File: src/rtl/uart_loader_pkg.sv
// Shared definitions for the UART program loader: FSM encoding, frame
// constants, abort cause codes and the running checksum helper.
package uart_loader_pkg;

  typedef enum logic [2:0] {
    S_IDLE = 3'd0,
    S_LEN  = 3'd1,
    S_HI   = 3'd2,
    S_LO   = 3'd3,
    S_CHK  = 3'd4
  } state_t;

  localparam logic [7:0] SYNC_BYTE   = 8'hA5;

  localparam logic [1:0] ERR_NONE    = 2'b00;
  localparam logic [1:0] ERR_TIMEOUT = 2'b01;
  localparam logic [1:0] ERR_CHKSUM  = 2'b10;
  localparam logic [1:0] ERR_ZLEN    = 2'b11;

  // Modulo-256 frame checksum accumulation.
  function automatic logic [7:0] csum_add(input logic [7:0] sum, input logic [7:0] b);
    return sum + b;
  endfunction

endpackage

File: src/rtl/uart_loader_timer.sv
// Inter-byte idle timer: counts cycles while running, cleared by every byte.
// expire flags the cycle whose edge brings the count to TIMEOUT-1.
module uart_loader_timer #(
  parameter int TIMEOUT = 100000
) (
  input  logic clk,
  input  logic reset,
  input  logic clear,
  input  logic run,
  output logic expire
);

  localparam int CW = $clog2(TIMEOUT) + 1;
  localparam logic [CW-1:0] TERM_CNT = CW'(TIMEOUT - 2);
  localparam logic [CW-1:0] ONE_CNT  = {{(CW-1){1'b0}}, 1'b1};

  logic [CW-1:0] count_r;

  // Idle-cycle counter; held at zero outside a frame.
  always_ff @(posedge clk or posedge reset) begin
    if (reset) begin
      count_r <= '0;
    end else if (clear || !run) begin
      count_r <= '0;
    end else begin
      count_r <= count_r + ONE_CNT;
    end
  end

  assign expire = run && (count_r == TERM_CNT);

endmodule

File: src/rtl/uart_loader.sv
// UART program loader: parses SYNC/LEN/words/CHK frames from a byte stream,
// writes 16-bit words to program memory and holds the CPU while loading.
module uart_loader
  import uart_loader_pkg::*;
#(
  parameter int ADDR_W  = 8,
  parameter int TIMEOUT = 100000
) (
  input  logic              clk,
  input  logic              reset,
  input  logic [7:0]        rx_dat,
  input  logic              rx_dat_en,
  output logic [ADDR_W-1:0] mem_addr,
  output logic [15:0]       mem_wdata,
  output logic              mem_we,
  output logic              cpu_hold,
  output logic              done,
  output logic              err,
  output logic [1:0]        err_code
);

  localparam logic [ADDR_W-1:0] ONE_ADDR = {{(ADDR_W-1){1'b0}}, 1'b1};

  state_t            state_r, state_s;
  logic [7:0]        rem_r, rem_s;
  logic [7:0]        sum_r, sum_s;
  logic [7:0]        hi_r, hi_s;
  logic [ADDR_W-1:0] idx_r, idx_s;
  logic [ADDR_W-1:0] mem_addr_r, mem_addr_s;
  logic [15:0]       mem_wdata_r, mem_wdata_s;
  logic              mem_we_r, mem_we_s;
  logic              cpu_hold_r;
  logic              done_r, done_s;
  logic              err_r, err_s;
  logic [1:0]        err_code_r, err_code_s;
  logic              expire_s;

  uart_loader_timer #(.TIMEOUT(TIMEOUT)) u_timer (
    .clk    (clk),
    .reset  (reset),
    .clear  (rx_dat_en),
    .run    (state_r != S_IDLE),
    .expire (expire_s)
  );

  // State register.
  always_ff @(posedge clk or posedge reset) begin
    if (reset) begin
      state_r <= S_IDLE;
    end else begin
      state_r <= state_s;
    end
  end

  // Next-state and datapath decode; a byte strobe always beats the timeout.
  always_comb begin
    state_s     = state_r;
    rem_s       = rem_r;
    sum_s       = sum_r;
    hi_s        = hi_r;
    idx_s       = idx_r;
    mem_addr_s  = mem_addr_r;
    mem_wdata_s = mem_wdata_r;
    mem_we_s    = 1'b0;
    done_s      = 1'b0;
    err_s       = 1'b0;
    err_code_s  = err_code_r;
    if (rx_dat_en) begin
      case (state_r)
        S_IDLE: begin
          if (rx_dat == SYNC_BYTE) begin
            state_s    = S_LEN;
            err_code_s = ERR_NONE;
            idx_s      = '0;
          end else begin
            state_s = S_IDLE;
          end
        end
        S_LEN: begin
          if (rx_dat == 8'h00) begin
            state_s    = S_IDLE;
            err_s      = 1'b1;
            err_code_s = ERR_ZLEN;
          end else begin
            state_s = S_HI;
            rem_s   = rx_dat;
            sum_s   = rx_dat;
          end
        end
        S_HI: begin
          hi_s    = rx_dat;
          sum_s   = csum_add(sum_r, rx_dat);
          state_s = S_LO;
        end
        S_LO: begin
          mem_wdata_s = {hi_r, rx_dat};
          mem_addr_s  = idx_r;
          mem_we_s    = 1'b1;
          sum_s       = csum_add(sum_r, rx_dat);
          idx_s       = idx_r + ONE_ADDR;
          rem_s       = rem_r - 8'd1;
          if (rem_r == 8'd1) begin
            state_s = S_CHK;
          end else begin
            state_s = S_HI;
          end
        end
        S_CHK: begin
          state_s = S_IDLE;
          if (rx_dat == sum_r) begin
            done_s = 1'b1;
          end else begin
            err_s      = 1'b1;
            err_code_s = ERR_CHKSUM;
          end
        end
        default: begin
          state_s = S_IDLE;
        end
      endcase
    end else if (expire_s) begin
      state_s    = S_IDLE;
      err_s      = 1'b1;
      err_code_s = ERR_TIMEOUT;
    end else begin
      state_s = state_r;
    end
  end

  // Registered datapath and outputs; cpu_hold tracks the next state so it
  // drops on the same edge that raises done or err.
  always_ff @(posedge clk or posedge reset) begin
    if (reset) begin
      rem_r       <= 8'h00;
      sum_r       <= 8'h00;
      hi_r        <= 8'h00;
      idx_r       <= '0;
      mem_addr_r  <= '0;
      mem_wdata_r <= 16'h0000;
      mem_we_r    <= 1'b0;
      cpu_hold_r  <= 1'b0;
      done_r      <= 1'b0;
      err_r       <= 1'b0;
      err_code_r  <= ERR_NONE;
    end else begin
      rem_r       <= rem_s;
      sum_r       <= sum_s;
      hi_r        <= hi_s;
      idx_r       <= idx_s;
      mem_addr_r  <= mem_addr_s;
      mem_wdata_r <= mem_wdata_s;
      mem_we_r    <= mem_we_s;
      cpu_hold_r  <= (state_s != S_IDLE);
      done_r      <= done_s;
      err_r       <= err_s;
      err_code_r  <= err_code_s;
    end
  end

  assign mem_addr  = mem_addr_r;
  assign mem_wdata = mem_wdata_r;
  assign mem_we    = mem_we_r;
  assign cpu_hold  = cpu_hold_r;
  assign done      = done_r;
  assign err       = err_r;
  assign err_code  = err_code_r;

endmodule

File: config.mk
export PLATFORM = sky130hd
export DESIGN_NAME = uart_loader
export DESIGN_NICKNAME = d
export VERILOG_FILES = /design/src/rtl/uart_loader_pkg.sv /design/src/rtl/uart_loader_timer.sv /design/src/rtl/uart_loader.sv
export SDC_FILE = /design/constraint.sdc
export NUM_CORES = 1
export LEC_CHECK = 0
export ABC_AREA = 1
export CAP_MARGIN = 40
export CORE_MARGIN = 2
export CORE_UTILIZATION = 46
export CTS_CLUSTER_DIAMETER = 50
export DETAILED_ROUTE_END_ITERATION = 16
export GPL_TIMING_DRIVEN = 0
export PLACE_DENSITY = 0.67
export REMOVE_ABC_BUFFERS = 1
export SKIP_LAST_GASP = 1
export SLEW_MARGIN = 0
export SYNTH_ARGS = -nofsm -noshare
export SYNTH_HDL_FRONTEND = slang
export SYNTH_SLANG_ARGS = --single-unit
export TNS_END_PERCENT = 10
File: constraint.sdc
create_clock -name clk -period 4.5 [get_ports clk]
set_clock_uncertainty 0.15 [all_clocks]
set_input_delay 0.9 -clock clk [delete_from_list [all_inputs] [get_ports clk]]
set_output_delay 0.9 -clock clk [all_outputs]
set_load 0.01 [all_outputs]
Figure 1. Signal wires on met1.
The bar under the picture is 20 um long.
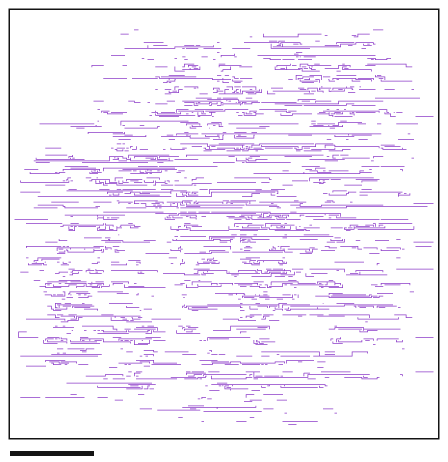
main direction	horizontal
share of all routed wire	49%
wire length on this layer	4,560 um
longest straight run	42.8 um
nets with wire on the layer	588
GR met1 Demand/Resource: 0.262
total vias in the final route: 3,758

Figure 2. The metal 2 layer.
The bar under the picture is 20 um long. Cells faint in the background.
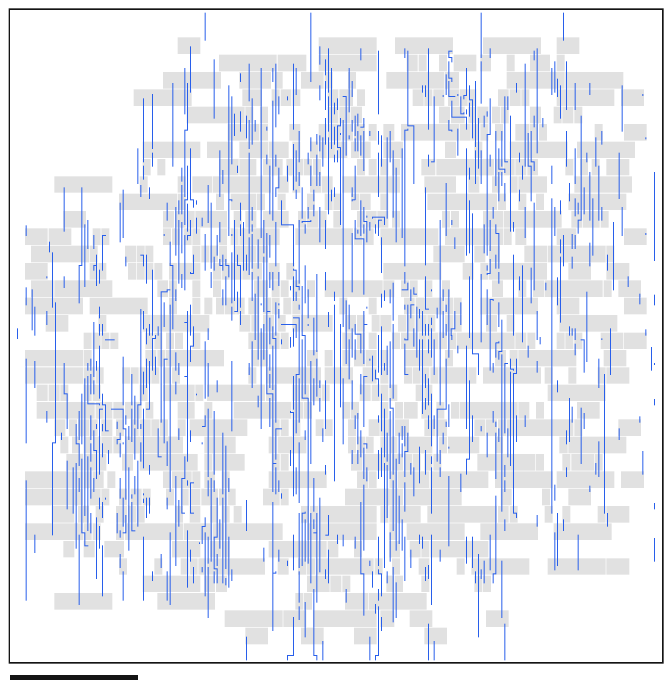
main direction	vertical
wire length on this layer	4,160 um
global-route met2 utilization: 0.309
total routed wirelength: 9350 um

Figure 3. M3 wires.
The bar under the picture is 20 um long. Cells faint in the background.
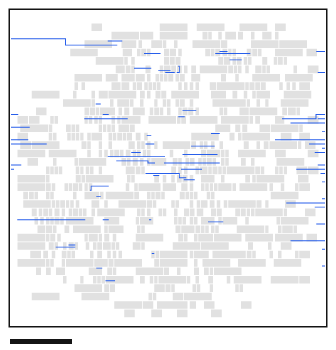
nets with wire on the layer	52
longest straight run	21.6 um
main direction	horizontal
met3 demand-to-capacity share in global routing: 0.0349

Figure 4. Routing congestion map.
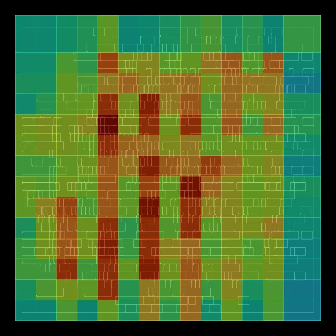
global-route usage over all layers: 0.196
post-DR wirelength/cell: 12.4 um
post-route core utilization: 0.556

==> run summary <==
The synthesis and PnR run went through. Endpoints failing hold in the final report were tallied at 0. Proportion of synthesized area in mux cells landed at 0. Internal portion of total power landed at between 1500 and 2000 uW.

The script logs the ratio of routed vias to standard cells as about 5.0. Post-placement setup slack landed at between 1 and 1.5 ns. Number of warnings issued by yosys landed at 0. Of the total synthesized cell area, the portion taken by AND-OR and OR-AND cells is 0.100.

Sequential share of the synthesized area landed at 0.469. The final report gives the standard cell area, fillers excluded, as 5160 um2. The initial utilization of the core area, before any placement, comes to 0.477. The run finished with clean final reports. The most critical hold endpoint after final layout shows a slack of 0.323 ns. Per the synthesis report, the number of distinct cell types is 34.

In this run the remaining antenna-violating nets after routing total 0. Worst vdd rail ir drop landed at ~0.21 mV. The share of synthesized area in the top cell type comes to 0.469. Among the non-sequential cells, simple AND/OR/NAND/NOR gates take the most area. Shortest clock period the worst path allows after layout landed at 2.77 ns. Number of instances in the synthesized netlist landed at 582. Part of the power in registers landed at 0.400. Counting instances in the post-synthesis netlist gives the leading cell types as sky130_fd_sc_hd__nand2_1 (183), sky130_fd_sc_hd__dfrtp_1 (83), sky130_fd_sc_hd__inv_1 (71).
-- power groups by stage --
| stage | Combinational, uW | Sequential [uW] | Clock [uW] |
|---|---|---|---|
| final | 1040 | 1110 | 627 |
| after CTS | 1040 | 1110 | 639 |
| after global routing | 1180 | 1140 | 667 |
| after floorplan | 628 | 1140 | 0 |
| after detailed placement | 1040 | 1120 | 0 |
| after global placement | 1000 | 1110 | 0 |
-- worst paths after layout --
path,startpoint,endpoint,slack (ns),cells past startpoint
setup / recovery,rx_dat[0],sum_r[6],1.73,12
hold / removal,mem_wdata[15],mem_wdata[15],0.32,2
setup reg to reg,state_r[2],mem_addr[0],2.14,7
hold reg to reg,mem_wdata[15],mem_wdata[15],0.32,2
max in group asynchronous,reset,rem_r[6],2.84,3
min in group asynchronous,reset,mem_wdata[9],0.77,2
-- final cells by class --
type                       count  area (um2)
clock buffer                  11         151
clock inverter                 5        83.8
fill                         875        4130
inverter                      77         293
multi-input combinational    409        1960
sequential                    83        2080
tap                          129         161
timing repair buffer          41         428
-- worst max-delay path, stage by stage --
cell and delay [ns]:
sky130_fd_sc_hd__clkdlybuf4s50_1 0.66, sky130_fd_sc_hd__ha_1 0.23, sky130_fd_sc_hd__inv_1 0.06, sky130_fd_sc_hd__fa_1 0.40, sky130_fd_sc_hd__inv_1 0.09, sky130_fd_sc_hd__nand3_1 0.09
sky130_fd_sc_hd__nand3_1 0.11, sky130_fd_sc_hd__nand2_1 0.07, sky130_fd_sc_hd__nand3_1 0.07, sky130_fd_sc_hd__nand3_1 0.07, sky130_fd_sc_hd__nand2_1 0.08, sky130_fd_sc_hd__nand2_1 0.04
Power and IR drop assume default switching activity.
